`config.mk`:
```
export PLATFORM = sky130hd
export DESIGN_NAME = chunk_input_buffer
export DESIGN_NICKNAME = d
export VERILOG_FILES = /design/src/rtl/chunk_input_buffer.sv
export SDC_FILE = /design/constraint.sdc
export NUM_CORES = 2
export LEC_CHECK = 0
export ABC_CLOCK_PERIOD_IN_PS = 4100
export CELL_PAD_IN_SITES_DETAIL_PLACEMENT = 0
export CELL_PAD_IN_SITES_GLOBAL_PLACEMENT = 2
export CORE_AREA = 2 2 493 495
export CTS_BUF_LIST = sky130_fd_sc_hd__clkbuf_16
export DETAILED_ROUTE_END_ITERATION = 7
export DIE_AREA = 0 0 495 497
export GPL_TIMING_DRIVEN = 0
export PLACE_DENSITY_LB_ADDON = 0.1
export SLEW_MARGIN = 20
export SYNTH_ARGS = -nofsm -noshare
export SYNTH_HDL_FRONTEND = slang
export SYNTH_SLANG_ARGS = --single-unit
```
`constraint.sdc`:
```
create_clock -name clk -period 4.1 [get_ports clk]
set_clock_uncertainty 0.15 [all_clocks]
set_input_delay 0.82 -clock clk [delete_from_list [all_inputs] [get_ports clk]]
set_output_delay 0.82 -clock clk [all_outputs]
set_load 0.1 [all_outputs]
```
`src/rtl/chunk_input_buffer.sv`:
```
// chunk_input_buffer: ping-pong sample capture ahead of the chunk processor.
// One bank fills from the input stream while the other is read by pointer.
module chunk_input_buffer #(
   parameter int SAMPLE_SIZE      = 24,
   parameter int IO_BUFF_SIZE     = 64,
   parameter int IO_BUFF_PTR_BITS = $clog2(IO_BUFF_SIZE)
) (
   input  logic                        clk,
   input  logic                        rst,
   input  logic [SAMPLE_SIZE-1:0]      in_sample,
   input  logic                        in_valid,
   output logic                        in_ready,
   output logic                        chunk_pulse,
   output logic                        read_bank,
   input  logic [IO_BUFF_PTR_BITS-1:0] input_buff_ptr,
   output logic [SAMPLE_SIZE-1:0]      input_buff_sample,
   input  logic                        chunk_release,
   output logic [15:0]                 chunk_count,
   output logic                        overrun
);

   localparam int ADDR_BITS = IO_BUFF_PTR_BITS + 1;

   typedef enum logic {
      S_IDLE   = 1'b0,
      S_ACTIVE = 1'b1
   } state_t;

   state_t r_state;
   state_t w_state_nxt;

   logic                        r_wr_bank;
   logic [IO_BUFF_PTR_BITS-1:0] r_wr_ptr;
   logic [1:0]                  r_bank_full;
   logic                        r_read_bank;
   logic                        r_chunk_pulse;
   logic [15:0]                 r_chunk_count;
   logic                        r_overrun;
   logic [SAMPLE_SIZE-1:0]      r_rd_data;
   logic [SAMPLE_SIZE-1:0]      r_mem [2*IO_BUFF_SIZE];

   logic                        w_in_ready;
   logic                        w_accept;
   logic                        w_last;
   logic                        w_handover;
   logic                        w_release;
   logic                        w_new_bank;
   logic [1:0]                  w_bank_full_nxt;
   logic [ADDR_BITS-1:0]        w_wr_addr;
   logic [ADDR_BITS-1:0]        w_rd_addr;

   // Write-side handshake: a bank is writable until it is marked full.
   always_comb begin
      w_in_ready = !rst && !r_bank_full[r_wr_bank];
      w_accept   = in_valid && w_in_ready;
      w_last     = (r_wr_ptr == IO_BUFF_PTR_BITS'(IO_BUFF_SIZE - 1));
      w_wr_addr  = {r_wr_bank, r_wr_ptr};
      w_rd_addr  = {r_read_bank, input_buff_ptr};
   end

   // Reader FSM state register.
   always_ff @(posedge clk) begin
      if (rst) begin
         r_state <= S_IDLE;
      end else begin
         r_state <= w_state_nxt;
      end
   end

   // Reader FSM next-state: take a full bank, hold it until released.
   always_comb begin
      w_state_nxt = r_state;
      unique case (r_state)
         S_IDLE: begin
            if (|r_bank_full) begin
               w_state_nxt = S_ACTIVE;
            end
         end
         S_ACTIVE: begin
            if (chunk_release) begin
               w_state_nxt = S_IDLE;
            end
         end
         default: w_state_nxt = S_IDLE;
      endcase
   end

   // Reader FSM outputs: handover and release strobes for the datapath.
   always_comb begin
      w_handover = 1'b0;
      w_release  = 1'b0;
      // Only one bank can be full while idle, so bank 1 full picks bank 1.
      w_new_bank = r_bank_full[1];
      unique case (r_state)
         S_IDLE:   w_handover = |r_bank_full;
         S_ACTIVE: w_release  = chunk_release;
         default: ;
      endcase
   end

   // Full flags: set by the last write of a bank, cleared by its release.
   always_comb begin
      w_bank_full_nxt = r_bank_full;
      if (w_accept && w_last) begin
         w_bank_full_nxt[r_wr_bank] = 1'b1;
      end
      if (w_release) begin
         w_bank_full_nxt[r_read_bank] = 1'b0;
      end
   end

   // Write pointer, write bank and full flags.
   always_ff @(posedge clk) begin
      if (rst) begin
         r_wr_bank   <= 1'b0;
         r_wr_ptr    <= '0;
         r_bank_full <= 2'b00;
      end else begin
         r_bank_full <= w_bank_full_nxt;
         if (w_accept) begin
            r_wr_ptr <= r_wr_ptr + IO_BUFF_PTR_BITS'(1);
            if (w_last) begin
               r_wr_bank <= ~r_wr_bank;
            end
         end
      end
   end

   // Handover bookkeeping: owned bank, one-cycle pulse, chunk counter.
   always_ff @(posedge clk) begin
      if (rst) begin
         r_read_bank   <= 1'b0;
         r_chunk_pulse <= 1'b0;
         r_chunk_count <= 16'd0;
      end else begin
         r_chunk_pulse <= w_handover;
         if (w_handover) begin
            r_read_bank   <= w_new_bank;
            r_chunk_count <= r_chunk_count + 16'd1;
         end
      end
   end

   // Sticky overrun: a sample was offered while no bank could take it.
   always_ff @(posedge clk) begin
      if (rst) begin
         r_overrun <= 1'b0;
      end else if (in_valid && !w_in_ready) begin
         r_overrun <= 1'b1;
      end
   end

   // Sample storage; contents survive reset on purpose.
   always_ff @(posedge clk) begin
      if (w_accept) begin
         r_mem[w_wr_addr] <= in_sample;
      end
   end

   // Registered read port, active regardless of FSM state.
   always_ff @(posedge clk) begin
      if (rst) begin
         r_rd_data <= '0;
      end else begin
         r_rd_data <= r_mem[w_rd_addr];
      end
   end

   assign in_ready          = w_in_ready;
   assign chunk_pulse       = r_chunk_pulse;
   assign read_bank         = r_read_bank;
   assign input_buff_sample = r_rd_data;
   assign chunk_count       = r_chunk_count;
   assign overrun           = r_overrun;

endmodule

```
**Metal layers overlaid**

Drawn at 1 px/micron. Two of the layers only.
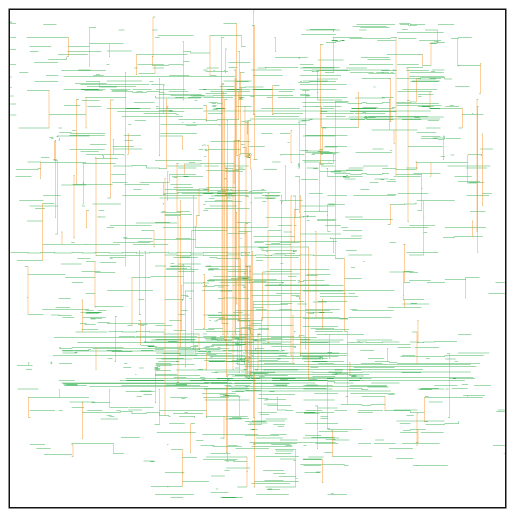
| color | layer | wire length |
|---|---|---|
| orange | metal 4 | 12200 microns |
| green | metal 3 | 28.3 mm |

**Track usage over the die**

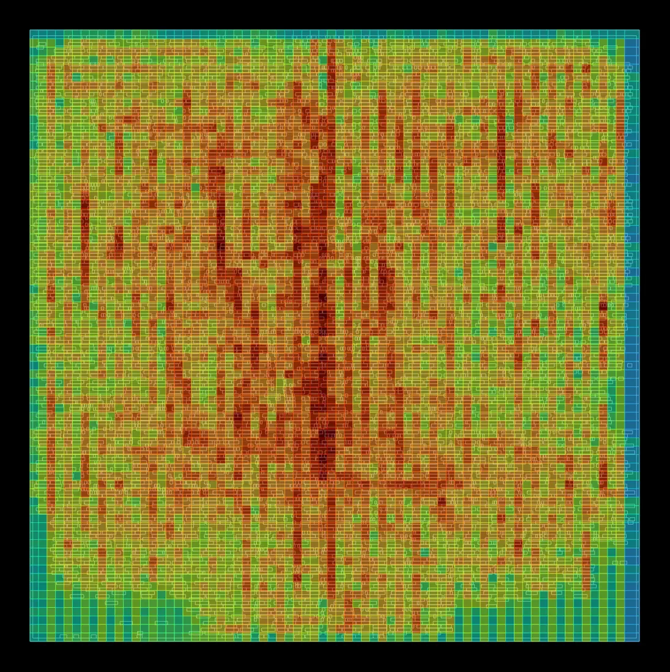
GR Layer Usage met1: 41.3%
global-route met2 utilization: 45.2%
Final Util: 58.4%

==> flow_summary_export.csv <==
group,metric,value,unit
clocking,cts-root-buf,"clkbuf_16",
job,warnings,27,
setup_path,r2r_cells,8,
yosys,async_flop_share,0,%
die,die.size.x,495,microns
clocking,clk_latency,0.96,ns
yosys,yosysSeqAreaShare,77.9,%
status,outcome,"finished, violations left",
die,io_pins,78,
power,power.density,482,nW/um^2
yosys,yosys-stat-area,120000,sq um
detailed_routing,wl_met3,28300,microns
global_route,grt_pass1_vias,61477,
yosys,yosys_warnings,0,
final_timing,setup_violations,3,
detailed_routing,vias_per_cell,6.28,
yosys,ys_ff,3125,
yosys,common_cells,"edfxtp_1 (3072), nand3_1 (579), mux4_2 (554)",
setup_path,r2r_slack,0.01,ns
yosys,ys_types,52,
setup_path,timing.rr.end,"input_buff_sample[5]",
setup_path,cpPeakStageDelay,0.73,ns
placed_design,io_buffers,75,
detailed_routing,wl_met1,145000,microns
setup_path,crit_chain,"clkdlybuf4s50_1, buf_2, and3b_1, clkbuf_2, clkbuf_1, nand3_1, nand4_1, nor4_4, a41oi_1",
clocking,postCtsHoldBufs,0,
final_timing,hold_ws,0.0992,ns
power,peakVddDrop,0.000366,V
status,violations,"setup timing",
detailed_routing,route.detailed.drc,0,
setup_path,end_kind,"flop",
hold_path,hp-start,"in_sample[17]",
final_timing,relSlewSlack,18.7,%
setup_path,crit_slowest_cell,"a41oi_1",
detailed_routing,first_pass_iters,6,
hold_path,hp-class,"input port to flop",
setup_path,cp_max_fo,10,
global_route,grt_overflow_total,0,
clocking,cts_buffers,337,
detailed_routing,routedWlPerCell,35.8,microns
clocking,cts_tree,"done",
yosys,synthDominantCellAreaShare,77.1,%
die,num_rows,180,
detailed_routing,dr_wl_met2,170000,microns
yosys,ff_type,"edfxtp_1",
final_timing,hold_violations,0,
setup_path,critPathRequiredTime,4.73,ns
final_timing,max_slew.worst_pin.slew,1.22,ns
layout,fill_cells,17793,
final_timing,fmax,232,MHz
detailed_routing,wl,355000,microns
yosys,netlist_area,120000,sq um
final_timing,period_needed,4.32,ns
detailed_routing,top_layer_used,"met4",
detailed_routing,ant_nets,0,
final_timing,finalCritPeriodShare,105,%
global_route,antenna_found_initial,19,
clocking,clockBufferDepth,4,
yosys,synth.largest_area_cell,"edfxtp_1",
clocking,clk_pin_slew,0.06,ns
yosys,synth-edff-count,3072,
layout,syn_to_final_growth,17.1,%
detailed_routing,drt_iter0_markers,8143,
power,p_leak,44.7,nW
yosys,synth_nets,5906,
final_timing,fin_ws,-0.217,ns
final_timing,grt_setup_unrepaired,"no",
yosys,ys_cells,5870,
global_route,grt.total_usage,28.9,%
die,die_height,497,microns
die,core_area,240000,sq um
layout,final_nets,6513,
clocking,cts_sinks,3125,
global_route,grt_max_degree,89,
final_timing,tns,-0.290,ns
setup_path,critPathArrivalTime,4.95,ns
layout,flop_area,93300,sq um
yosys,syn_inst,5870,
detailed_routing,vias,62273,
placed_design,place_congestion,0.953,
hold_path,whs_path_depth,1,
setup_path,crit_type,"input port to flop",
global_route,grt_pass1_wl,489000,microns
setup_path,critPathLaunchType,"input port",
die,fp_util,49.9,%
clocking,cts_htree_levels,5,
yosys,area_leaders,"edfxtp_1 (77%), mux4_2 (10%), mux2i_1 (3.8%)",
yosys,avgSynthCellArea,20.4,sq um
layout,comb_area,25800,sq um
final_timing,final-max-slew-violation-count,0,
setup_path,r2r_start,"read_bank",
yosys,most_common_cell,"edfxtp_1",
placed_design,hpwl,243000,microns
hold_path,hold_end,"r_mem[73][17]",
job,maxCapViolations,0,
die,die-area,246000,sq um
layout,drive_gt1_share,23.5,%
**M1 wires**

Drawn at 1 px/micron. Supply wires on this layer in gray.
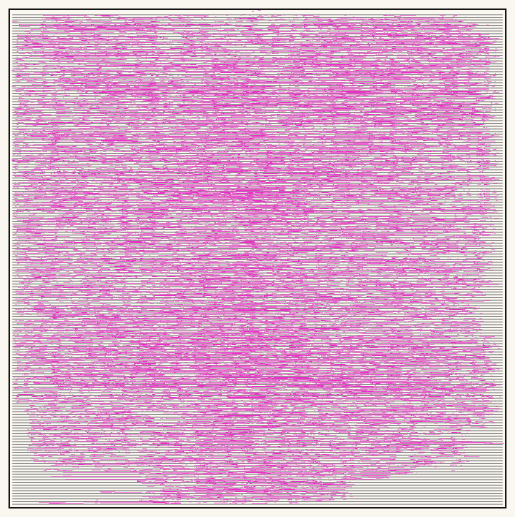
wire length on this layer: 145 mm
main direction: horizontal
longest straight run: 162 microns
share of all routed wire: 41%

**A small window of the routed layout**

Region (232, 333) to (262, 363) microns. Cells in gray, sequential cells in the stronger gray; small squares are vias.
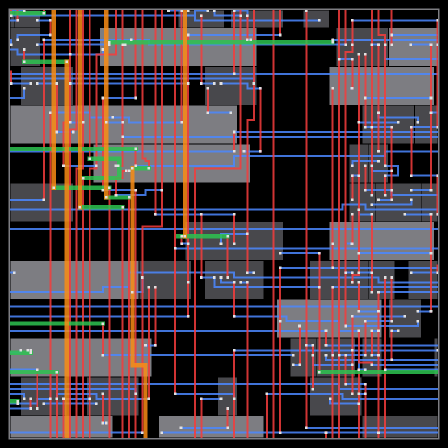
| color | layer |
|---|---|
| blue | metal 1 |
| orange | metal 4 |
| red | metal 2 |
| green | metal 3 |
cells with their middle in the window: 33
sequential cells in the window: 10
most frequent: edfxtp_1 (6), mux2i_1 (4), dfxtp_1 (4)
netlist names of flops here include: r_mem (6)

## flip-flops by register name (all words and copies together), names as in the netlist
name               flops
r_wr_ptr               6
r_mem               3072
r_state                1
read_bank              1
r_bank_full            2
overrun                1
input_buff_sample     24
chunk_pulse            1
r_wr_bank              1
chunk_count           16
## cell type report
cell class	count	share of cell area [%]
timing repair buffer	268	3.44
clock inverter	245	1.34
clock buffer	343	6.12
sequential	3125	66.6
buffer	367	1.25
antenna	7	0.0125
tap	3185	2.84
multi-input combinational	2374	18.4
inverter	4	0.0107
## power breakdown
group | switching, W | internal [W] | leakage, nW
clock | 0.0121 | 0.0170 | 5.39
sequential | 0.0000147 | 0.0351 | 28.0
combinational | 0.00240 | 0.000993 | 11.3
## worst max-delay path by stage
stage                     slack (ns)  cells past startpoint               from               endpoint
after floorplan                 0.67                      5                rst          r_mem[110][0]
after global placement         -3.05                      1      in_sample[18]         r_mem[126][18]
after detailed placement       -1.92                     10  input_buff_ptr[3]  input_buff_sample[16]
after CTS                      0.006                      8          r_wr_bank          r_mem[44][13]
after global routing            0.02                      9  input_buff_ptr[5]   input_buff_sample[5]
final                          -0.22                      9  input_buff_ptr[5]   input_buff_sample[5]
## metrics by stage
stage	instances	area [sq um]	power, W	setup WS (ns)	utilization [%]
finish	9918	140000	0.0676	-0.217	58.4
global route	9912	140000	0.0693	0.0170	58.4
CTS	9903	140000	0.0680	0.00606	58.3
detailed placement	9308	129000	0.0392	-1.92	53.9
global placement	9130	124000	0.0392	-3.05	51.8
floorplan	5870	120000	0.0374	0.669	-
## logic make-up after synthesis
kind of cell	after synthesis	synth area share [%]
AOI/OAI and AO/OA	277	1.67
adders and majority gates	2	0.0209
buffers and inverters	371	1.45
DFF	3125	77.9
xor gates and xnor gates	14	0.102
and+or+nand+nor	1067	4.53
muxes	1014	14.3
## critical path: cells and delay by family
| kind | cells | cell delay, ns |
|---|---|---|
| buf+inv | 4 | 2.15 |
| simple gates | 4 | 1.24 |
| compound gates | 1 | 0.73 |
## routing by layer
layer / vias to the layer above / track usage (%)
li1: 25708 / -
met3: 466 / 5.35
met5: - / 0
met2: 2641 / 45.2
met4: 0 / 9.31
met1: 33458 / 41.3
## cell usage in the layout (no fill, tap or decap), types with 46 or more instances in the layout
master and n:
a22oi_1 164, clkdlybuf4s50_1 49, edfxtp_1 3072, clkbuf_1 152, nand4_1 124, inv_1 76, nor2_4 128, nor2_1 76
buf_16 80, nand3_1 577, clkinv_2 46, nand2_1 51, clkbuf_16 343, dfxtp_1 52, buf_12 72, mux2i_1 457
buf_4 70, buf_2 138, mux4_2 554, clkinv_1 74
## what timing repair did
action	4_1_cts	5_1_grt
cloned	0	0
setup endpoints to repair	47	191
pin swaps	3	4
setup buffers	7	8
gates resized	17	6
No activity file was given, so power comes from the tool's default toggle rates.
